`config.mk`:
```
export PLATFORM = sky130hd
export DESIGN_NAME = led_status_ctrl
export DESIGN_NICKNAME = d
export VERILOG_FILES = /design/src/rtl/led_status_ctrl.sv
export SDC_FILE = /design/constraint.sdc
export NUM_CORES = 1
export LEC_CHECK = 0
export ABC_AREA = 1
export CAP_MARGIN = 30
export CORE_MARGIN = 2
export CORE_UTILIZATION = 45
export DETAILED_ROUTE_END_ITERATION = 12
export PLACE_DENSITY = 0.73
export SLEW_MARGIN = 20
export SYNTH_ARGS = -nofsm -noshare
export SYNTH_HDL_FRONTEND = slang
export SYNTH_SLANG_ARGS = --single-unit
```
`constraint.sdc`:
```
create_clock -name clk_i -period 1.9 [get_ports clk_i]
set_input_delay 0.38 -clock clk_i [delete_from_list [all_inputs] [get_ports clk_i]]
set_output_delay 0.38 -clock clk_i [all_outputs]
set_load 0.02 [all_outputs]
```
`src/rtl/led_status_ctrl.sv`:
```
// Status-LED driver: per-channel OFF/ON/BLINK/STRETCH with a shared free-running prescaler.
// Optional per-channel PWM dimming when LED_STATUS_PWM_EN is defined.
module led_status_ctrl #(
   parameter int NumLeds     = 8,
   parameter int CntW        = 32,
   parameter int BaseShift   = 20,
   parameter int HeartbeatCh = 0,
   parameter int ActiveLow   = 0
) (
   input  logic                       clk_i,
   input  logic                       rst_ni,
   input  logic                       cfg_we_i,
   input  logic [$clog2(NumLeds):0]   cfg_addr_i,
   input  logic [15:0]                cfg_wdata_i,
   input  logic [NumLeds-1:0]         event_i,
   output logic [NumLeds-1:0]         led_o
);

   localparam int AW   = $clog2(NumLeds) + 1;
   localparam int KW   = (CntW > 1) ? $clog2(CntW) : 1;
   localparam int KMax = CntW - 1;
   localparam logic [AW-1:0] LastAddr = AW'(NumLeds - 1);
   localparam logic InvBit = (ActiveLow != 0);

   typedef enum logic [1:0] {
      MODE_OFF     = 2'd0,
      MODE_ON      = 2'd1,
      MODE_BLINK   = 2'd2,
      MODE_STRETCH = 2'd3
   } mode_t;

   logic [CntW-1:0]    r_presc;
   logic               w_addr_ok;
   logic [NumLeds-1:0] w_led_nxt;

   assign w_addr_ok = cfg_we_i && (cfg_addr_i <= LastAddr);

   always_ff @(posedge clk_i or negedge rst_ni) begin
      if (!rst_ni) r_presc <= '0;
      else         r_presc <= r_presc + 1'b1;
   end

`ifdef LED_STATUS_PWM_EN
   logic [7:0] r_pwm;
   logic [1:0] w_unused_wdata;
   assign w_unused_wdata = cfg_wdata_i[7:6];

   always_ff @(posedge clk_i or negedge rst_ni) begin
      if (!rst_ni) r_pwm <= '0;
      else         r_pwm <= r_pwm + 8'd1;
   end
`else
   logic [9:0] w_unused_wdata;
   assign w_unused_wdata = cfg_wdata_i[15:6];
`endif

   generate
      for (genvar gi = 0; gi < NumLeds; gi++) begin : g_ch
         mode_t           r_mode;
         logic [3:0]      r_div;
         logic [CntW-1:0] r_cnt;
         logic [CntW-1:0] w_cnt_next;
         logic [CntW-1:0] w_load;
         logic [KW-1:0]   w_k;
         logic            w_wr;
         logic            w_evt;
         logic            w_nxt;
         logic            w_gate;
         int              w_k_raw;

         assign w_wr  = w_addr_ok && (cfg_addr_i == AW'(gi));
         // A write on the same cycle as an event wins: the event is dropped.
         assign w_evt = event_i[gi] & ~w_wr;

         always_comb begin
            w_k_raw = BaseShift + int'(r_div);
            w_k     = (w_k_raw > KMax) ? KW'(KMax) : KW'(w_k_raw);
            w_load  = {CntW{1'b1}} >> (CntW - int'(w_k));
         end

         always_comb begin
            w_nxt      = 1'b0;
            w_cnt_next = r_cnt;
            case (r_mode)
               MODE_OFF:   w_nxt = 1'b0;
               MODE_ON:    w_nxt = 1'b1;
               MODE_BLINK: w_nxt = r_presc[w_k];
               MODE_STRETCH: begin
                  if (w_evt) begin
                     w_cnt_next = w_load;
                     w_nxt      = 1'b1;
                  end else if (r_cnt != '0) begin
                     w_cnt_next = r_cnt - 1'b1;
                     w_nxt      = 1'b1;
                  end
               end
               default: w_nxt = 1'b0;
            endcase
            if (w_wr) w_cnt_next = '0;
         end

         always_ff @(posedge clk_i or negedge rst_ni) begin
            if (!rst_ni) begin
               r_mode <= (gi == HeartbeatCh) ? MODE_BLINK : MODE_OFF;
               r_div  <= (gi == HeartbeatCh) ? 4'd5 : 4'd0;
               r_cnt  <= '0;
            end else begin
               if (w_wr) begin
                  r_mode <= mode_t'(cfg_wdata_i[1:0]);
                  r_div  <= cfg_wdata_i[5:2];
               end
               r_cnt <= w_cnt_next;
            end
         end

`ifdef LED_STATUS_PWM_EN
         logic [7:0] r_duty;

         always_ff @(posedge clk_i or negedge rst_ni) begin
            if (!rst_ni)   r_duty <= 8'hFF;
            else if (w_wr) r_duty <= cfg_wdata_i[15:8];
         end

         assign w_gate = (r_duty == 8'hFF) | (r_pwm < r_duty);
`else
         assign w_gate = 1'b1;
`endif

         assign w_led_nxt[gi] = w_nxt & w_gate;
      end
   endgenerate

   always_ff @(posedge clk_i or negedge rst_ni) begin
      if (!rst_ni) led_o <= {NumLeds{InvBit}};
      else         led_o <= w_led_nxt ^ {NumLeds{InvBit}};
   end

endmodule

```
==> images/m3.png <==
Scale: 2 px per um.
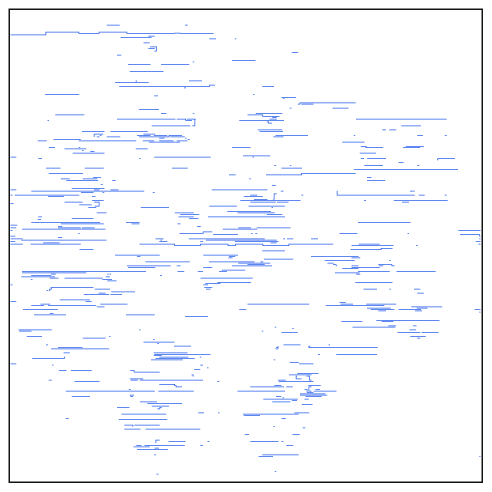
nets with wire on the layer	311
share of all routed wire	6.2%

==> images/gates.png <==
Scale: 1.5 px per um.
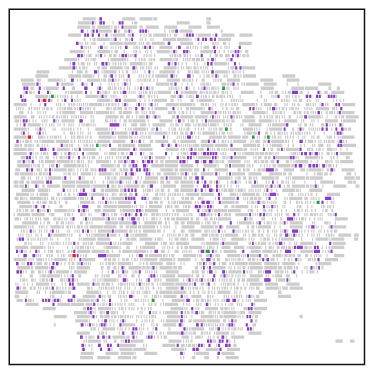
color	family	cells
red	non-inverting ao/oa cells	3
green	and/or cells	9
purple	aoi and oai cells	595
fin cells: 4835
dominant logic cell type in the layout: nand2_1
logic share of the area: 46.80%

==> images/congestion_map.png <==
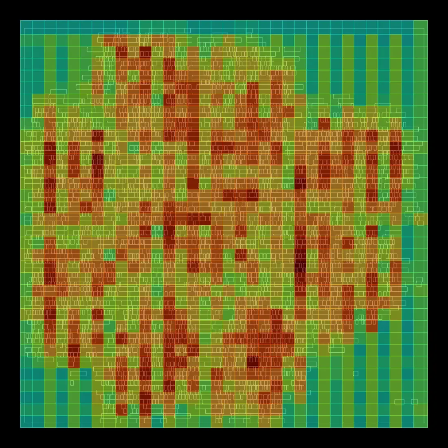
GRT met2 Usage: 40.64%
met1 Resource Use GR: 34.22%
all-layer global routing usage: 24.95%
M3 GR Usage: 2.732%
final core utilization: 56.53%

==> impl_metrics.env <==
# flow metrics
export IMPL_nFlopsAndLatches=344
export IMPL_clkbuf_count=59
export IMPL_postCtsSetupRepairBufs=1
export IMPL_mux_share_pct=0
export IMPL_buffers_excl_clock=390
export IMPL_chipArea_um2=55580
export IMPL_die_x_um=235.8
export IMPL_status="finished, final reports clean"
export IMPL_p_int_mw=23.53
export IMPL_seq_share_pct=28.82
export IMPL_wl_met3_mm=4.322
export IMPL_synth_cells=3761
export IMPL_grt_setup_unrepaired="yes"
export IMPL_tapCellCount=688
export IMPL_viasPerCell=5.281
export IMPL_top_cell="nand2_1"
export IMPL_arrival_ps=1470
export IMPL_cts_made_buffers=43
export IMPL_tool_warnings=53
export IMPL_yosys_cell_types_count=46
export IMPL_hold_path_class="input pin to asynchronous set/reset pin"
export IMPL_p_comb_share_pct=48.6
export IMPL_edf_count=0
export IMPL_synth_area_yosys_um2=24170
export IMPL_syn_avg_cell_area_um2=6.427
export IMPL_drive_above_1_share_pct=15.84
export IMPL_io_buffers=28
export IMPL_clock_sinks=344
export IMPL_core_area_um2=52870
export IMPL_dpl_hpwl_mm=51.40
export IMPL_placed_area_um2=27720
export IMPL_ys_seq_elements=344
export IMPL_aoi_share_pct=13.69
export IMPL_clk_latency_ps=600
export IMPL_boundaryPins=39
export IMPL_nets=4186
export IMPL_dr_first_iter_drc_count=2092
export IMPL_total_power_mw=42.01
export IMPL_peakVddDrop_mv=1.108
export IMPL_critPathSlowestCell="clkdlybuf4s50_1"
export IMPL_lay_top_cells="1132 x nand2_1, 548 x nor2_1, 402 x inv_1"
export IMPL_hold_buffers=1
export IMPL_ys_sh_adder_pct=2.122
export IMPL_rows=84
export IMPL_critPathTopFamily="buffers and inverters"
export IMPL_fp_utilization_pct=45.72
export IMPL_min_period_ps=1848
export IMPL_drv_cap=0
export IMPL_slew_viol_final=0
export IMPL_inverters_excl_clock=445
export IMPL_worst_r2r_path_depth=10
export IMPL_dominant_cells="multi-input combinational cells"
export IMPL_power_share_clock_pct=20.2
export IMPL_grt_pass1_wl_mm=116.5
export IMPL_clkCellAreaFrac_pct=4.794
export IMPL_tns_ps=0
export IMPL_clkTransAtPathRegs_ps=60
export IMPL_routed_top_layer="met4"
export IMPL_switching_share_pct=43.98
export IMPL_fmax_mhz=541.2
export IMPL_p_comb_mw=20.4
export IMPL_reg_largest_list="g_ch.r_cnt: 256 flops, g_ch.r_div: 32 flops, r_presc: 32 flops"
export IMPL_place_congestion=0.9502
export IMPL_crit_path_end_kind="primary output"
export IMPL_ys_warn_count=0
export IMPL_clk_power_mw=8.47
export IMPL_simple_gate_share_pct=37.78
export IMPL_yosysTopAreaCellShare_pct=35.30
